## config.mk

```make
export PLATFORM = sky130hd
export DESIGN_NAME = hit_stay_conditioner
export DESIGN_NICKNAME = d
export VERILOG_FILES = /design/src/rtl/hit_stay_conditioner.sv
export SDC_FILE = /design/constraint.sdc
export NUM_CORES = 1
export LEC_CHECK = 0
export CAP_MARGIN = 20
export CORE_ASPECT_RATIO = 0.6
export CORE_MARGIN = 1
export CORE_UTILIZATION = 35
export DETAILED_ROUTE_END_ITERATION = 6
export GPL_TIMING_DRIVEN = 1
export PLACE_DENSITY_LB_ADDON = 0.2
export SYNTH_ARGS = -nofsm -noshare
export SYNTH_HDL_FRONTEND = slang
export SYNTH_SLANG_ARGS = --single-unit
```

## constraint.sdc

```tcl
create_clock -name clk -period 2.77 [get_ports clk]
set_input_delay 0.4155 -clock clk [delete_from_list [all_inputs] [get_ports clk]]
set_output_delay 0.4155 -clock clk [all_outputs]
set_load 0.02 [all_outputs]
```

## src/rtl/hit_stay_conditioner.sv

```systemverilog
// Player-input conditioner: synchronises, debounces and arbitrates the active-low Hit/Stay
// buttons and emits one single-cycle pulse per accepted press while the game enables a decision.
module hit_stay_conditioner #(
  parameter int unsigned SYNC_STAGES     = 2,
  parameter int unsigned DEBOUNCE_CYCLES = 16
) (
  input  logic clk,
  input  logic Reset_n,
  input  logic i_Hit_n,
  input  logic i_Stay_n,
  input  logic i_Enable,
  output logic o_HitPulse,
  output logic o_StayPulse,
  output logic o_Conflict,
  output logic o_Armed
);

  typedef enum logic [1:0] {
    StWaitRelease = 2'd0,
    StArmed       = 2'd1,
    StFireHit     = 2'd2,
    StFireStay    = 2'd3
  } state_e;

  localparam logic [7:0] CntLast = 8'(DEBOUNCE_CYCLES - 1);

  logic [SYNC_STAGES-1:0] hit_sync_q, stay_sync_q;
  logic                   hit_synced, stay_synced;

  // Stable levels are kept active-low: 1 = released.
  logic       hit_stable_q, hit_stable_d;
  logic       stay_stable_q, stay_stable_d;
  logic [7:0] hit_cnt_q, hit_cnt_d;
  logic [7:0] stay_cnt_q, stay_cnt_d;

  state_e state_q, state_d;
  logic   conflict_q, conflict_d;
  logic   hit_pressed, stay_pressed;

  // Synchronisers reset to the released level so reset never looks like a press.
  always_ff @(posedge clk or negedge Reset_n) begin
    if (!Reset_n) begin
      hit_sync_q  <= '1;
      stay_sync_q <= '1;
    end else begin
      hit_sync_q  <= {hit_sync_q[SYNC_STAGES-2:0], i_Hit_n};
      stay_sync_q <= {stay_sync_q[SYNC_STAGES-2:0], i_Stay_n};
    end
  end

  assign hit_synced  = hit_sync_q[SYNC_STAGES-1];
  assign stay_synced = stay_sync_q[SYNC_STAGES-1];

  // Any return to the stable level restarts the count, so short glitches are dropped.
  always_comb begin
    hit_stable_d = hit_stable_q;
    hit_cnt_d    = hit_cnt_q;
    if (hit_synced != hit_stable_q) begin
      if (hit_cnt_q >= CntLast) begin
        hit_stable_d = hit_synced;
        hit_cnt_d    = '0;
      end else begin
        hit_cnt_d = hit_cnt_q + 8'd1;
      end
    end else begin
      hit_cnt_d = '0;
    end
  end

  always_comb begin
    stay_stable_d = stay_stable_q;
    stay_cnt_d    = stay_cnt_q;
    if (stay_synced != stay_stable_q) begin
      if (stay_cnt_q >= CntLast) begin
        stay_stable_d = stay_synced;
        stay_cnt_d    = '0;
      end else begin
        stay_cnt_d = stay_cnt_q + 8'd1;
      end
    end else begin
      stay_cnt_d = '0;
    end
  end

  always_ff @(posedge clk or negedge Reset_n) begin
    if (!Reset_n) begin
      hit_stable_q  <= 1'b1;
      stay_stable_q <= 1'b1;
      hit_cnt_q     <= '0;
      stay_cnt_q    <= '0;
    end else begin
      hit_stable_q  <= hit_stable_d;
      stay_stable_q <= stay_stable_d;
      hit_cnt_q     <= hit_cnt_d;
      stay_cnt_q    <= stay_cnt_d;
    end
  end

  assign hit_pressed  = ~hit_stable_q;
  assign stay_pressed = ~stay_stable_q;

  // A press seen while disabled is consumed here; the FSM then waits for a full release.
  always_comb begin
    state_d    = state_q;
    conflict_d = 1'b0;
    case (state_q)
      StWaitRelease: begin
        if (!hit_pressed && !stay_pressed) begin
          state_d = StArmed;
        end
      end
      StArmed: begin
        if (hit_pressed && stay_pressed) begin
          state_d    = StWaitRelease;
          conflict_d = 1'b1;
        end else if (hit_pressed || stay_pressed) begin
          if (!i_Enable) begin
            state_d = StWaitRelease;
          end else if (hit_pressed) begin
            state_d = StFireHit;
          end else begin
            state_d = StFireStay;
          end
        end
      end
      StFireHit:  state_d = StWaitRelease;
      StFireStay: state_d = StWaitRelease;
      default:    state_d = StWaitRelease;
    endcase
  end

  always_ff @(posedge clk or negedge Reset_n) begin
    if (!Reset_n) begin
      state_q    <= StWaitRelease;
      conflict_q <= 1'b0;
    end else begin
      state_q    <= state_d;
      conflict_q <= conflict_d;
    end
  end

  assign o_HitPulse  = (state_q == StFireHit);
  assign o_StayPulse = (state_q == StFireStay);
  assign o_Armed     = (state_q == StArmed);
  assign o_Conflict  = conflict_q;

endmodule

```

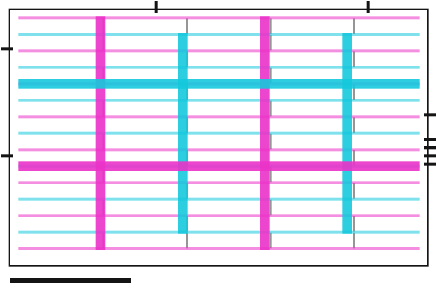
Fig. 1. PDN straps and rails (run 1).
Scale bar: 20 microns. Pins as bars on the die edge. Tap cells in gray.
VSS: drawn in magenta. VDD: drawn in cyan.
The core has 14 rows. 15 met1 rails follow the rows. 9 signal pins sit on the boundary. 32 tap cells. 2 straps on met5.
Die Span X: 68.8 microns
Die Y: 42.1 microns
CORE AREA: 0.00252 sq mm
Peak VDD IR: 0.293 mV

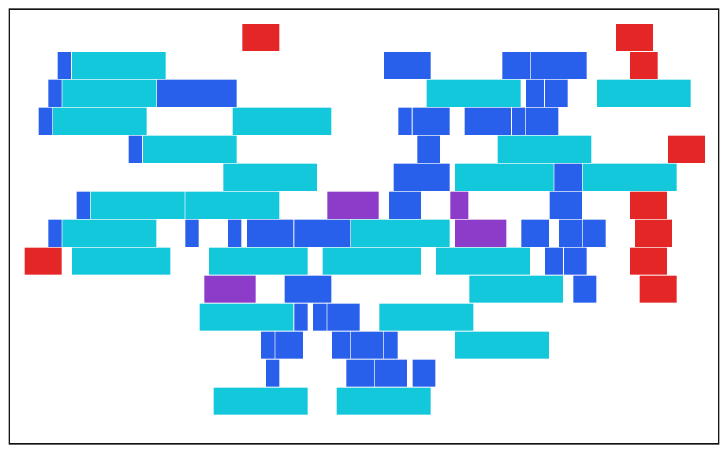
Fig. 2. Placement by cell class (run 1).
other buffers and delay cells: drawn in red, cells 9, share of their area 8.0%. flops: drawn in cyan, cells 25, share of their area 58%. all other logic: drawn in blue, cells 45, share of their area 30%. clock drivers and dummy loads: drawn in purple, cells 4, share of their area 4.2%.
Seq area share: 0.556
num rows: 14
design area: 0.00114 sq mm
final core occ: 0.451

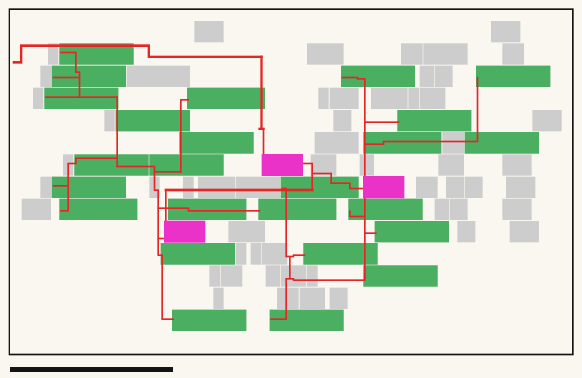
Fig. 3. Clock distribution (run 1).
Scale bar: 20 microns.
cells driving clock nets: drawn in magenta, count 3. flip-flops: drawn in green, count 25. clock wires: drawn in red, length 275 microns.
There are 4 routed clock nets.
Clock group: 0.000206 W
Insertion Delay late pin: 0.26 ns
Final Skew: 0.00130 ns
Clk pwr share: 0.323

==> flow_summary.json, run 1 <==
{
  "fin_crit_ns": 1.90,
  "synth-xor-area-share": 0.0467,
  "ant_nets": 0,
  "die_area_sq_mm": 0.00290,
  "powerDensity_mw_per_mm2": 560,
  "ys_types": 24,
  "avgSynthCellArea_sq_um": 14.9,
  "grt.overflow.total": 0,
  "yosysWarnings": 0,
  "synth.logic.top_family": "simple AND/OR/NAND/NOR gates",
  "fin_crit_sh": 0.686,
  "required_ns": 2.35,
  "fmax_ghz": 0.526,
  "startpoint_type": "flip-flop",
  "final_nets": 91,
  "cts_resized": 0,
  "grt_pass1_vias": 479,
  "synth_top_area_share": 0.507,
  "mux_share": 0.0320,
  "grt.total_usage": 0.106,
  "fillers": 248,
  "hold_class": "flip-flop to flip-flop",
  "tns_ns": 0,
  "ys_seq_share": 0.675,
  "worstSetupPathType": "flip-flop to output port",
  "cts_buffers": 3,
  "crit_arrival_ns": 1.48,
  "ctsHtreeMaxLevel": 1,
  "grt_max_degree": 26,
  "warning_count": 26,
  "logic_area_sq_um": 332,
  "outcome": "finished clean",
  "flop_cell": "dfrtp_1",
  "synth-compound-area-share": 0.0600
}
[run 1: layer usage]
metal | vias to the layer above | share of wire | wire length [microns] | track usage
li1 | 252 | - | - | -
met1 | 237 | 0.49 | 590 | 0.143
met2 | 9 | 0.44 | 534 | 0.138
met3 | 2 | 0.062 | 75 | 0.0652
met4 | 0 | 0.0066 | 8 | 0.0367
met5 | - | 0 | 0 | 0
[run 1: power breakdown]
group | switching (W) | internal, W
clock network | 0.000106 | 0.000100
logic | 0.0000188 | 0.0000197
registers | 0.0000106 | 0.000383
total | 0.000135 | 0.000503
[run 1: flip-flops by register name, indices dropped and copies added (netlist names)]
name	cells
state_q	2
hit_sync_q	2
stay_cnt_q	8
stay_stable_q	1
hit_stable_q	1
hit_cnt_q	8
o_Conflict	1
stay_sync_q	2
[run 1: per-stage QoR]
| stage | setup WS (ns) | instances |
|---|---|---|
| floorplan | 1.59 | 70 |
| global placement | 1.20 | 111 |
| detailed placement | 1.17 | 111 |
| CTS | 0.862 | 115 |
| global route | 0.781 | 115 |
| finish | 0.870 | 115 |
[run 1: cell families after synthesis]
group	after synthesis
multiplexers	2
flip-flops	25
other	1
adder cells (fa/ha/maj)	2
AND/OR/NAND/NOR	21
XOR/XNOR	5
AND-OR/OR-AND	7
[run 1: critical path, stage by stage, from the launching register on]
cell	delay, ns
dfrtp_1	0.41
nor2b_1	0.18
clkdlybuf4s50_1	0.63
[run 1: cell type report]
class | count | share of cell area
Sequential cell | 25 | 0.556
Multi-Input combinational cell | 45 | 0.291
Timing Repair Buffer | 9 | 0.0769
Clock buffer | 3 | 0.0363
Tap cell | 32 | 0.0352
Clock inverter | 1 | 0.00440
[run 1: final timing paths]
check,start,depth (start not counted),endpoint,slack (ns)
worst min-delay path,stay_sync_q[0],0,stay_sync_q[1],0.36
worst max register to register,hit_cnt_q[0],4,hit_stable_q,1.52
worst max-delay path,state_q[1],2,o_Armed,0.87
worst min register to register,stay_sync_q[0],0,stay_sync_q[1],0.36
max in group asynchronous,Reset_n,2,hit_sync_q[0],1.98
min in group asynchronous,Reset_n,2,hit_cnt_q[3],0.50
[run 1: layout by cell type (no fill, tap or decap), types with 3 or more instances in the layout]
cell	count
clkdlybuf4s50_1	8
dfrtp_1	19
conb_1	8
nand2_1	4
xor2_1	3
nor2_1	3
clkbuf_8	3
nor3b_1	3
dfstp_2	6
==> run 2: changes to the inputs <==
==> constraint.sdc (replaced) <==
create_clock -name clk -period 1.75 [get_ports clk]
set_input_delay 0.2625 -clock clk [delete_from_list [all_inputs] [get_ports clk]]
set_output_delay 0.2625 -clock clk [all_outputs]
set_load 0.02 [all_outputs]
==> run 2 against run 1 <==
Die area unchanged. First-iteration DRC count down 80%. Combinational power up 54%. Synthesized cell count unchanged. Via count up 0.60%. Clock power up 55%. Critical path type unchanged. Largest cell class unchanged.
==> flow_summary.json, run 2 <==
{
  "switching_share": 0.207,
  "avgSynthCellArea_sq_um": 14.9,
  "hold_class": "input port to asynchronous set/reset pin",
  "powerDensity_mw_per_mm2": 880,
  "crit_start": "state_q[1]",
  "ir_drop_mv": 0.512,
  "p_clk_frac": 0.319,
  "r2r_slack_ns": 0.50,
  "clock_latency_ns": 0.26,
  "yosysWarnings": 0,
  "intPower_w": 0.000794,
  "warning_count": 26,
  "flop_cell": "dfrtp_1",
  "grt.overflow.total": 0,
  "ctsHtreeMaxLevel": 1,
  "cpPeakStageDelay_ns": 0.60,
  "fp.dieW_microns": 68.8,
  "seq_power_share": 0.622,
  "outcome": "finished clean",
  "core-area_sq_mm": 0.00252,
  "synth_top_area_share": 0.507,
  "cp_slowest_cell": "clkdlybuf4s50_1",
  "grt_pass1_vias": 471,
  "tns_ns": 0,
  "die_area_sq_mm": 0.00290,
  "ys_types": 24,
  "fin_util": 0.451,
  "critPathBufInv": 1,
  "cp.depth": 2,
  "die_h_microns": 42.1,
  "endpoint": "o_HitPulse",
  "fmax_ghz": 0.613,
  "cts_buffers": 3,
  "crit_arrival_ns": 1.37,
  "ys_seq_share": 0.675,
  "worstSetupPathType": "flip-flop to output port",
  "r2r-start": "hit_cnt_q[0]",
  "p_comb_frac": 0.059,
  "final_nets": 91,
  "rr_worst_depth": 4,
  "r2r_end": "hit_stable_q"
}
## run 2: cell counts after synthesis
Identical to the previous run, type by type.
## run 2: final cells by class
type | instances | area (sq um)
Clock buffer | 3 | 41.3
Clock inverter | 1 | 5.00
Fill cell | 237 | 1390
Multi-Input combinational cell | 45 | 332
Sequential cell | 25 | 633
Tap cell | 32 | 40.0
Timing Repair Buffer | 9 | 86.3
## run 2: worst min path at each step
stage,startpoint,end,slack (ns),cells past startpoint
after CTS,Reset_n,hit_cnt_q[0],0.35,2
after global routing,hit_sync_q[0],hit_sync_q[1],0.36,0
after global placement,hit_sync_q[0],hit_sync_q[1],0.35,0
final,Reset_n,hit_cnt_q[7],0.35,2
after detailed placement,hit_sync_q[0],hit_sync_q[1],0.35,0
after floorplan,Reset_n,hit_cnt_q[0],-0.03,0
## run 2: power by group through the flow
stage | Clock (W) | Combinational [W] | Sequential [W]
global route | 0.000363 | 0.0000680 | 0.000626
CTS | 0.000340 | 0.0000612 | 0.000623
floorplan | 0 | 0.0000278 | 0.000632
detailed placement | 0 | 0.0000626 | 0.000634
global placement | 0 | 0.0000615 | 0.000633
finish | 0.000319 | 0.0000591 | 0.000623
## run 2: layer usage
metal | part of all wire | GRT usage | wire [microns] | vias to the layer above
li1 | - | - | - | 250
met1 | 0.52 | 0.146 | 641 | 242
met2 | 0.40 | 0.136 | 496 | 9
met3 | 0.059 | 0.0652 | 73 | 2
met4 | 0.015 | 0.0490 | 19 | 0
met5 | 0 | 0 | 0 | -
## run 2: metrics by stage
step	area (sq um)	setup slack, ns	hold slack [ns]	instances
6_report	1140	0.117	0.351	115
3_5_place_dp	1090	0.281	0.348	111
4_1_cts	1140	0.0991	0.353	115
5_1_grt	1140	0.0261	0.363	115
3_3_place_gp	1090	0.336	0.346	111
2_1_floorplan	965	0.571	-0.0331	70
## run 2: repair_timing
action / in CTS / in global routing
buffers inserted: 0 / 0
hold buffers: 0 / 0
endpoints found under the setup margin: 1 / 0
resized: 1 / 0
## run 2: worst register-to-register path: cells and delay by family (launching register included)
family	cells	cell delay [ns]
adder cells (fa/ha/maj)	1	0.25
multiplexers	1	0.30
AND/OR/NAND/NOR	2	0.21
flip-flops	1	0.42
## run 2: kinds of logic after synthesis
group / after synthesis / share of synthesized area
AOI/OAI and AO/OA: 7 / 0.0600
xor gates and xnor gates: 5 / 0.0467
muxes: 2 / 0.0320
adders and majority gates: 2 / 0.0267
DFF: 25 / 0.675
other: 1 / 0.00400
and+or+nand+nor: 21 / 0.156
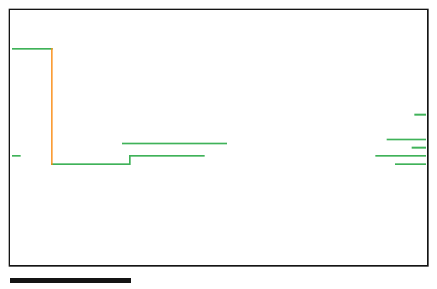
Fig. 4. Metal layers overlaid (run 2).
Scale bar: 20 microns. Only two layers are drawn.
met3: drawn in green, wire length 73.8 microns. met4: drawn in orange, wire length 19.0 microns.
Post-Route WL: 1230 microns
GRT Util Overall: 0.108
WL/cell: 10.7 microns
Vias: 503

Power figures rest on the tool's default switching activity, not on a simulated workload.
